[src/rtl/ras_ckpt_if.sv]
// Return-address-stack port bundle: call/return stream, checkpoint outputs and restore inputs.
// master drives push/pop/restore and reads the TOS/checkpoint; slave is the stack itself.
interface ras_ckpt_if #(
  parameter int RAS_DEPTH        = 8,
  parameter int LOG_RAS_DEPTH    = $clog2(RAS_DEPTH),
  parameter int RAS_TARGET_WIDTH = 12
);
  logic                        push_valid;
  logic [RAS_TARGET_WIDTH-1:0] push_target;
  logic                        pop_valid;
  logic [RAS_TARGET_WIDTH-1:0] pop_target;
  logic                        pop_empty;
  logic [LOG_RAS_DEPTH-1:0]    ras_index;
  logic [LOG_RAS_DEPTH:0]      ras_count;
  logic                        restore_valid;
  logic [LOG_RAS_DEPTH-1:0]    restore_index;
  logic [LOG_RAS_DEPTH:0]      restore_count;
  logic                        restore_write;
  logic [RAS_TARGET_WIDTH-1:0] restore_target;

  modport master (
    output push_valid, push_target, pop_valid,
           restore_valid, restore_index, restore_count, restore_write, restore_target,
    input  pop_target, pop_empty, ras_index, ras_count
  );

  modport slave (
    input  push_valid, push_target, pop_valid,
           restore_valid, restore_index, restore_count, restore_write, restore_target,
    output pop_target, pop_empty, ras_index, ras_count
  );
endinterface

[src/rtl/ras_ckpt.sv]
// Circular return address stack with {index,count} checkpoint restore and optional TOS repair.
// TOS readable in the same cycle (0-cycle read), updates visible next cycle; never stalls, overflow drops oldest.
module ras_ckpt #(
  parameter int RAS_DEPTH        = 8,
  parameter int LOG_RAS_DEPTH    = $clog2(RAS_DEPTH),
  parameter int RAS_TARGET_WIDTH = 12
) (
  input logic       CLK,
  input logic       nRST,
  ras_ckpt_if.slave ras
);
  localparam logic [LOG_RAS_DEPTH:0] FULL = (LOG_RAS_DEPTH+1)'(RAS_DEPTH);

  logic [RAS_TARGET_WIDTH-1:0] stack [RAS_DEPTH];
  logic [LOG_RAS_DEPTH-1:0]    idx, idx_nxt, wr_addr;
  logic [LOG_RAS_DEPTH:0]      cnt, cnt_nxt;
  logic                        wr_en;
  logic [RAS_TARGET_WIDTH-1:0] wr_dat;

  always_comb begin
    idx_nxt = idx;
    cnt_nxt = cnt;
    wr_en   = 1'b0;
    wr_addr = idx;
    wr_dat  = ras.push_target;
    if (ras.restore_valid) begin
      idx_nxt = ras.restore_index;
      cnt_nxt = ras.restore_count;
      wr_en   = ras.restore_write;
      wr_addr = ras.restore_index;
      wr_dat  = ras.restore_target;
    end else if (ras.push_valid && ras.pop_valid) begin
      // Return-then-call: replace TOS in place.
      wr_en = 1'b1;
      if (cnt == '0) cnt_nxt = 1;
    end else if (ras.push_valid) begin
      idx_nxt = idx + 1'b1;
      wr_en   = 1'b1;
      wr_addr = idx + 1'b1;
      cnt_nxt = (cnt == FULL) ? cnt : cnt + 1'b1;
    end else if (ras.pop_valid && cnt != '0) begin
      idx_nxt = idx - 1'b1;
      cnt_nxt = cnt - 1'b1;
    end
  end

  always_ff @(posedge CLK or negedge nRST) begin
    if (!nRST) begin
      for (int i = 0; i < RAS_DEPTH; i++) stack[i] <= '0;
      idx <= '0;
      cnt <= '0;
    end else begin
      idx <= idx_nxt;
      cnt <= cnt_nxt;
      if (wr_en) stack[wr_addr] <= wr_dat;
    end
  end

  assign ras.pop_target = stack[idx];
  assign ras.ras_index  = idx;
  assign ras.ras_count  = cnt;
  assign ras.pop_empty  = (cnt == '0);

  ras_restore_count_legal: assert property (
    @(posedge CLK) disable iff (!nRST) ras.restore_valid |-> (ras.restore_count <= FULL));
endmodule
[src/flat_wrapper.sv]
// flat-port wrapper written by rule: the top's interface ports become plain ports
module ras_ckpt_flat 
#(
  parameter int RAS_DEPTH        = 8,
  parameter int LOG_RAS_DEPTH    = $clog2(RAS_DEPTH),
  parameter int RAS_TARGET_WIDTH = 12
)
  (CLK, nRST, ras_push_valid, ras_push_target, ras_pop_valid, ras_restore_valid, ras_restore_index, ras_restore_count, ras_restore_write, ras_restore_target, ras_pop_target, ras_pop_empty, ras_ras_index, ras_ras_count);
  ras_ckpt_if #(.RAS_DEPTH(RAS_DEPTH), .LOG_RAS_DEPTH(LOG_RAS_DEPTH), .RAS_TARGET_WIDTH(RAS_TARGET_WIDTH)) ras_i ();
  input logic CLK;
  input logic nRST;
  input wire logic [$bits(ras_i.push_valid)-1:0] ras_push_valid;
  input wire logic [$bits(ras_i.push_target)-1:0] ras_push_target;
  input wire logic [$bits(ras_i.pop_valid)-1:0] ras_pop_valid;
  input wire logic [$bits(ras_i.restore_valid)-1:0] ras_restore_valid;
  input wire logic [$bits(ras_i.restore_index)-1:0] ras_restore_index;
  input wire logic [$bits(ras_i.restore_count)-1:0] ras_restore_count;
  input wire logic [$bits(ras_i.restore_write)-1:0] ras_restore_write;
  input wire logic [$bits(ras_i.restore_target)-1:0] ras_restore_target;
  output wire logic [$bits(ras_i.pop_target)-1:0] ras_pop_target;
  output wire logic [$bits(ras_i.pop_empty)-1:0] ras_pop_empty;
  output wire logic [$bits(ras_i.ras_index)-1:0] ras_ras_index;
  output wire logic [$bits(ras_i.ras_count)-1:0] ras_ras_count;
  assign ras_i.push_valid = ras_push_valid;
  assign ras_i.push_target = ras_push_target;
  assign ras_i.pop_valid = ras_pop_valid;
  assign ras_i.restore_valid = ras_restore_valid;
  assign ras_i.restore_index = ras_restore_index;
  assign ras_i.restore_count = ras_restore_count;
  assign ras_i.restore_write = ras_restore_write;
  assign ras_i.restore_target = ras_restore_target;
  assign ras_pop_target = ras_i.pop_target;
  assign ras_pop_empty = ras_i.pop_empty;
  assign ras_ras_index = ras_i.ras_index;
  assign ras_ras_count = ras_i.ras_count;
  ras_ckpt #(.RAS_DEPTH(RAS_DEPTH), .LOG_RAS_DEPTH(LOG_RAS_DEPTH), .RAS_TARGET_WIDTH(RAS_TARGET_WIDTH)) u_core (.CLK(CLK), .nRST(nRST), .ras(ras_i));
endmodule
[config.mk]
export PLATFORM = sky130hd
export DESIGN_NAME = ras_ckpt_flat
export DESIGN_NICKNAME = d
export VERILOG_FILES = /design/src/rtl/ras_ckpt_if.sv /design/src/rtl/ras_ckpt.sv /design/src/flat_wrapper.sv
export SDC_FILE = /design/constraint.sdc
export NUM_CORES = 1
export LEC_CHECK = 0
export CAP_MARGIN = 5
export CORE_MARGIN = 4
export CORE_UTILIZATION = 55
export CTS_CLUSTER_SIZE = 30
export DETAILED_ROUTE_END_ITERATION = 6
export PLACE_DENSITY = 0.9
export SLEW_MARGIN = 10
export SYNTH_ARGS = -nofsm -noshare
export SYNTH_HDL_FRONTEND = slang
export SYNTH_SLANG_ARGS = --single-unit
[constraint.sdc]
create_clock -name CLK -period 8.3 [get_ports CLK]
set_input_delay 1.66 -clock CLK [delete_from_list [all_inputs] [get_ports CLK]]
set_output_delay 1.66 -clock CLK [all_outputs]
set_load 0.005 [all_outputs]
**Run 1: M1 wires**

The bar under the picture is 20 µm long. Supply wires on this layer in grey.
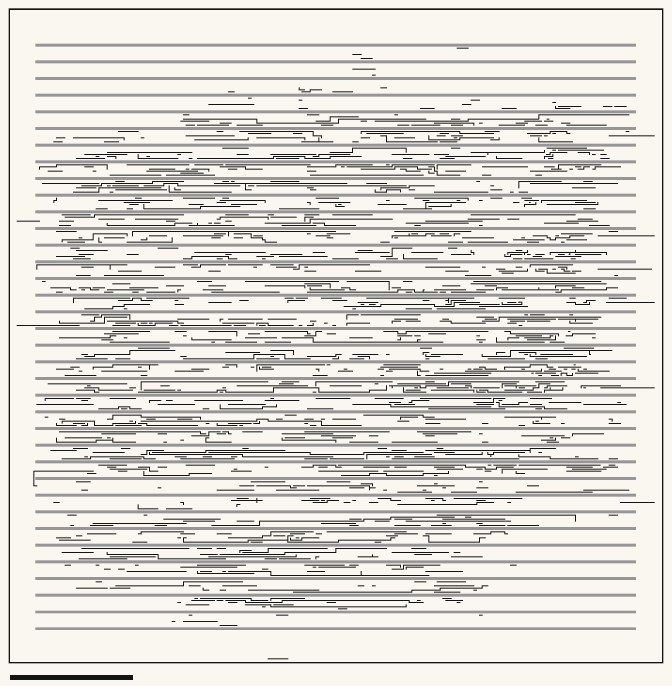
The layer carries 4,910 µm of wire. The longest straight run is 33.1 µm.

**Run 1: the metal 2 layer**

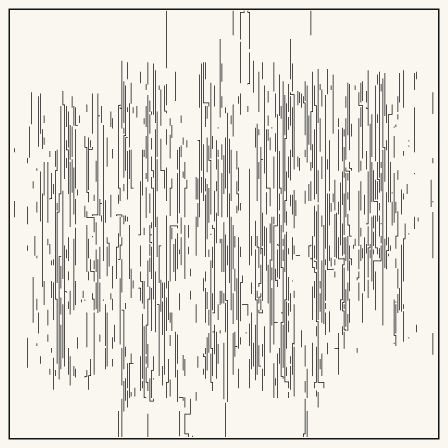
The wires run mostly vertical. 418 nets have wire on it.

**Run 1: M3 wires**

The bar under the picture is 20 µm long. Cells faint in the background.
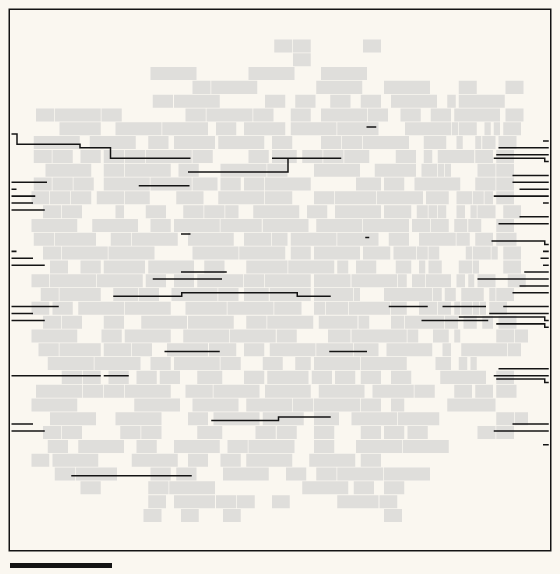
The layer carries 552 µm of wire. The longest straight run is 23.5 µm. The wires run mostly horizontal.

**Run 1: the clock network**

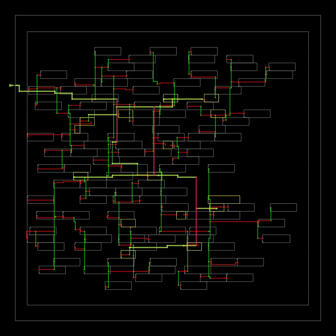
clock latency on the worst-skew pair: 0.36 ns
number of sinks handled by clock tree synthesis: 103

==> datasheet_impl.txt, run 1 <==
Characteristics after synthesis and place and route

Parameter                              Value

Job
  Max-cap check violation count    0
  OpenROAD warnings    27

Setup path
  WP data required    6.64 ns
  Chain of cells forming the critical path    mux4_2 > mux2_2 > clkdlybuf4s50_1
  Launching point of the worst reg2reg path    u_core.ras.ras_index[0]$_DFFE_PN0P_
  Slowest stage cell, crit path    sky130_fd_sc_hd__dfrtp_2
  Critical path data arrival time    2.79 ns
  Setup Crit Path Kind    reg2out
  Gate family responsible for the most delay along the worst path    flip-flops
  Minimum setup slack among reg-to-reg paths    4.69 ns
  Highest net fanout along the worst path    29
  Sort of element at the end of the critical path    output pin
  Critical path startpoint category    flip-flop
  FF-to-FF End    u_core.stack[24]$_DFFE_PN0P_

Min path
  Min-Delay Path Class    reg2reg

STA
  Final setup viols    0
  Number of slew-limit violations in the final report    0
  Maximum clock rate    225 MHz
  Final hold slack    0.500 ns
  Worst slew pin tran    1.18 ns
  Aggregate negative setup slack    0 ns
  Max-Slew Margin vs Limit    20.9%
  Final worst-path cycle share    53.6%
  Worst-case setup margin in the final layout    3.85 ns
  Skew final    0.0103 ns

Floorplan
  Number of primary I/O pins    57
  DIE WIDTH    106 µm
  Count of standard-cell rows    35
  Starting utilization of the core area    57.0%
  Standard cell core area    0.00933 mm²

Detailed routing
  Routed Antenna Nets    0
  Routed Wire Length    11,000 µm
  Number of detailed-route iterations in the first pass    4
  Total DRC errors in the routed layout    0
  Detailed route wirelength on metal2    5450 µm
  Met3 wire length    552 µm
  Highest routed layer    met4
  Wl on met1    4910 µm

Final layout
  Top cell excl fill/tap    sky130_fd_sc_hd__dfrtp_1
  Combinational gate area    0.00259 mm²
  Layout cells sized above 1    35.4%
  Most frequent cells in the layout    sky130_fd_sc_hd__dfrtp_1 (102), sky130_fd_sc_hd__mux2_2 (77), sky130_fd_sc_hd__clkdlybuf4s50_1 (55)
  Area growth from synthesis to layout    15.5%
  # diodes    0
  Final design utilization    65.9%
  Nets    442

Logic synthesis
  Biggest area contributors in the synthesized netlist    sky130_fd_sc_hd__dfrtp_1 (48%), sky130_fd_sc_hd__mux2_2 (16%), sky130_fd_sc_hd__mux4_2 (10%)
  Instance tally after logic synthesis    350
  Cell type with the highest aggregate area in the netlist    sky130_fd_sc_hd__dfrtp_1
  Post-synthesis sequential area ratio    48.4%
  Mux contribution to synthesized area    37.6%
  Complex-gate fraction of the synthesized area    5.08%
  Summed standard-cell area reported by yosys    0.00532 mm²
  Post-synthesis net count    392
  Post-synthesis async set-or-reset flop share    100%
  Area leader share    48.4%
  Dominant synthesized flop cell    sky130_fd_sc_hd__dfrtp_1
  Number of storage elements in the synthesis netlist    103
  Post-Synthesis Mean Instance Area    15.2 µm²
  Top logic cell family in the synthesized netlist    multiplexers

Placement
  Cell total after placement    518
  Total cell area at the placement stage    0.00594 mm²
  RD Place Congestion    0.830
  Buffers added on ports    56

Global routing
  Pin count of the biggest net entering global routing    81
  Total routing resource utilization after global routing    20.4%
  Met3 Track Usage GR    5.04%
  Via count of the first global-routing pass    3,429
  Global-route track usage on met2    34.5%
  Antenna violations before repair    0

Clock tree
  Clock tree from TritonCTS    done
  Number of setup buffers added after CTS    0
  CTS buffer count    9
  Clock root buffer    sky130_fd_sc_hd__clkbuf_8

Run status
  Status    finished clean
## run 1: layout make-up
type	count	area share, %
multi-input combinational	218	42.1
sequential	103	41.9
timing repair buffer	59	9.44
tap	129	2.63
clock buffer	11	2.46
clock inverter	4	0.855
inverter	9	0.549
## run 1: flip-flops by register name, summed over array words and instances (netlist names)
register	flops
u_core.stack	96
u_core.ras.ras_index	3
u_core.ras.ras_count	4
## run 1: cells by family after synthesis
logic type,count (synthesis)
AND/OR/NAND/NOR,29
XOR/XNOR,5
AND-OR/OR-AND,29
multiplexers,150
flip-flops,103
adder cells (fa/ha/maj),5
buffers and inverters,29
## run 1: power breakdown
group	switching [W]	internal (W)	total (W)
sequential	0.000143	0.000729	0.000872
clock	0.000169	0.000155	0.000324
combinational	0.000211	0.000434	0.000645
==> run 1 -> run 2 <==
Clock period 8.3 ns to 4.3 ns, I/O delays scaled along.
**Run 2: the clock network**

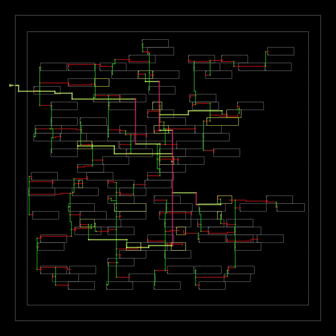
number of sequential cells: 103
power in the clock group: 0.000671 W
clock latency on the worst-skew pair: 0.37 ns
CTS buffer count: 9
skew final: 0.0106 ns

**Run 2: metal 4**

Supply wires on this layer in grey.
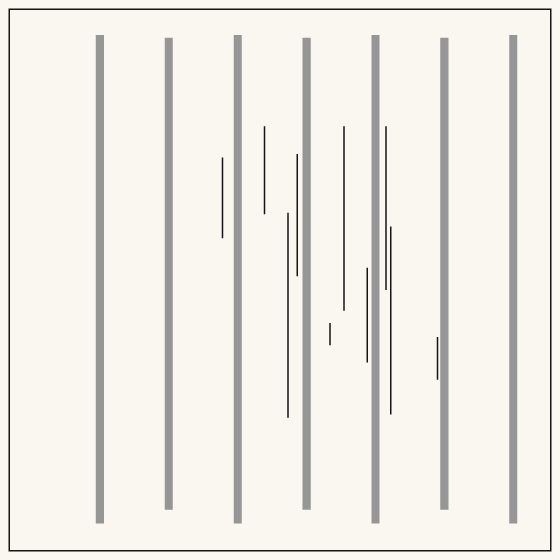
The wires run mostly vertical. The longest straight run is 40.1 µm. The layer carries 232 µm of wire. The layer holds 2.1% of the routed length. 8 nets have wire on it.

==> run 2 against run 1 <==
  * Critical path depth grew 1
  * Critical endpoint unchanged
  * First-iteration DRC count grew 4.7%
  * Highest routed layer unchanged
  * Final cell count up 1.3%
  * Largest cell class unchanged
  * Largest power group unchanged
==> datasheet_impl.txt, run 2 <==
Characteristics after synthesis and place and route

Parameter                              Value

Pwr
  Pwr top    sequential cells
  Internal portion of total power    0.00260 W
  Sequential share of power    46.6%
  Largest voltage drop on the vdd net    0.000340 V
  Static leakage    2.58 nW
  Power in sequential cells    0.00169 W
  Power in combinational cells    0.00126 W
  Switching portion of total power    28.1%
  Net Switching    0.00102 W
  Proportion of power drawn by combinational gates    34.9%
  Fraction of power consumed by the clock network    18.6%

Setup path
  WP data required    3.44 ns
  Chain of cells forming the critical path    buf_4 > mux4_2 > mux2_2 > clkdlybuf4s50_1
  FF-to-FF End    u_core.stack[39]$_DFFE_PN0P_
  Highest net fanout along the worst path    16
  Critical path startpoint category    flip-flop
  Slowest stage cell, crit path    sky130_fd_sc_hd__dfrtp_1
  Launching point of the worst reg2reg path    u_core.ras.ras_index[1]$_DFFE_PN0P_
  Minimum setup slack among reg-to-reg paths    1.01 ns
  Sort of element at the end of the critical path    output pin
  Setup Crit Path Kind    reg2out
  Critical path data arrival time    2.72 ns

Run status
  Status    finished clean

Clock tree
  Clock tree from TritonCTS    done
  Clock root buffer    sky130_fd_sc_hd__clkbuf_8
  Number of sinks handled by clock tree synthesis    103
  Hold Buf Count CTS    0
  Number of setup buffers added after CTS    0

Logic synthesis
  Unique masters post-synth    48
  Post-Synthesis Mean Instance Area    15.2 µm²
  Dominant synthesized flop cell    sky130_fd_sc_hd__dfrtp_1
  Cell type with the highest aggregate area in the netlist    sky130_fd_sc_hd__dfrtp_1
  Complex-gate fraction of the synthesized area    5.08%
  Count of instantiated cells in the yosys netlist    350
  Area leader share    48.4%
  EDFF count, synth    0
  Summed standard-cell area reported by yosys    0.00532 mm²
  Post-synthesis net count    392
  Synthesized area    0.00532 mm²
  Biggest area contributors in the synthesized netlist    sky130_fd_sc_hd__dfrtp_1 (48%), sky130_fd_sc_hd__mux2_2 (16%), sky130_fd_sc_hd__mux4_2 (10%)
  Instance tally after logic synthesis    350
  Post-synthesis async set-or-reset flop share    100%
  Post-synthesis sequential area ratio    48.4%
  Top logic cell family in the synthesized netlist    multiplexers
  Number of storage elements in the synthesis netlist    103
  Mux contribution to synthesized area    37.6%

STA
  Maximum clock rate    280 MHz
  Final hold slack    0.499 ns
  Final worst-path cycle share    83.1%
  Worst-case setup margin in the final layout    0.725 ns
  Aggregate negative setup slack    0 ns
  Worst slew pin tran    0.970 ns
  Final setup viols    0
  Number of slew-limit violations in the final report    0
  Max-Slew Margin vs Limit    35.3%

Detailed routing
  Total DRC errors in the routed layout    0
  Routed Wire Length    11,200 µm
  Routed Antenna Nets    0
  Number of detailed-route iterations in the first pass    4

Final layout
  Most flop-heavy register    u_core.stack
  Area growth from synthesis to layout    17.0%
  Top cell excl fill/tap    sky130_fd_sc_hd__dfrtp_1
  Final design utilization    66.7%
  Number of flip-flops in the largest register    96
  Most frequent cells in the layout    sky130_fd_sc_hd__dfrtp_1 (102), sky130_fd_sc_hd__mux2_2 (77), sky130_fd_sc_hd__clkdlybuf4s50_1 (55)
  Layout cells sized above 1    36.0%
  # diodes    0
  Nets    448
  Fin area    0.00622 mm²

Floorplan
  Count of standard-cell rows    35
  Standard cell core area    0.00933 mm²
  Number of primary I/O pins    57
  Starting utilization of the core area    57.0%
  DIE WIDTH    106 µm

Placement
  Total cell area at the placement stage    0.00600 mm²
  Cell total after placement    524
  RD Place Congestion    0.792
  Buffers added on ports    56

Job
  OpenROAD warnings    27
  Max-cap check violation count    0

Global routing
  Pin count of the biggest net entering global routing    79
  Total routing resource utilization after global routing    21.1%
  Antenna violations before repair    0
  Via count of the first global-routing pass    3,532

Min path
  Min-Delay Path Class    reg2reg
**Run 2: the metal 2 layer**

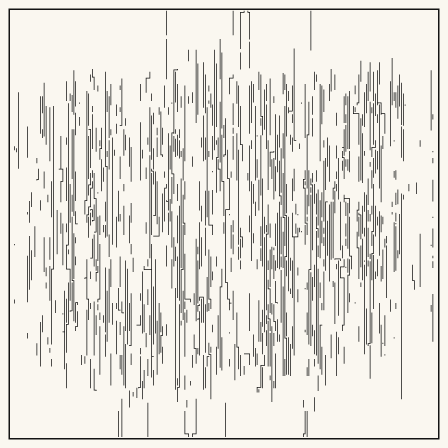
The layer holds 48% of the routed length. 425 nets have wire on it. The wires run mostly vertical.

[run 2: cell counts after synthesis]
Identical to the previous run, type by type.
[run 2: layer usage]
layer / vias up / part of all wire (%) / GRT usage, %
li1: 1419 / - / -
met1: 1689 / 45 / 28.4
met2: 93 / 48 / 33.9
met3: 25 / 5.3 / 5.34
met4: 0 / 2.1 / 6.48
met5: - / 0 / 0
[run 2: area by class of cell]
cell class	instances	area [µm²]	area share, %
inverter	9	33.8	0.543
multi-input combinational	218	2590	41.6
clock buffer	12	145	2.33
tap	129	161	2.59
sequential	103	2580	41.4
clock inverter	4	77.6	1.25
timing repair buffer	65	638	10.3
[run 2: worst max-delay path: cells and delay by family, from the launching register on]
family	cells	cell delay (ns)
buffers and inverters	2	0.84
flip-flops	1	0.85
multiplexers	2	0.64
Power and IR drop assume default switching activity.
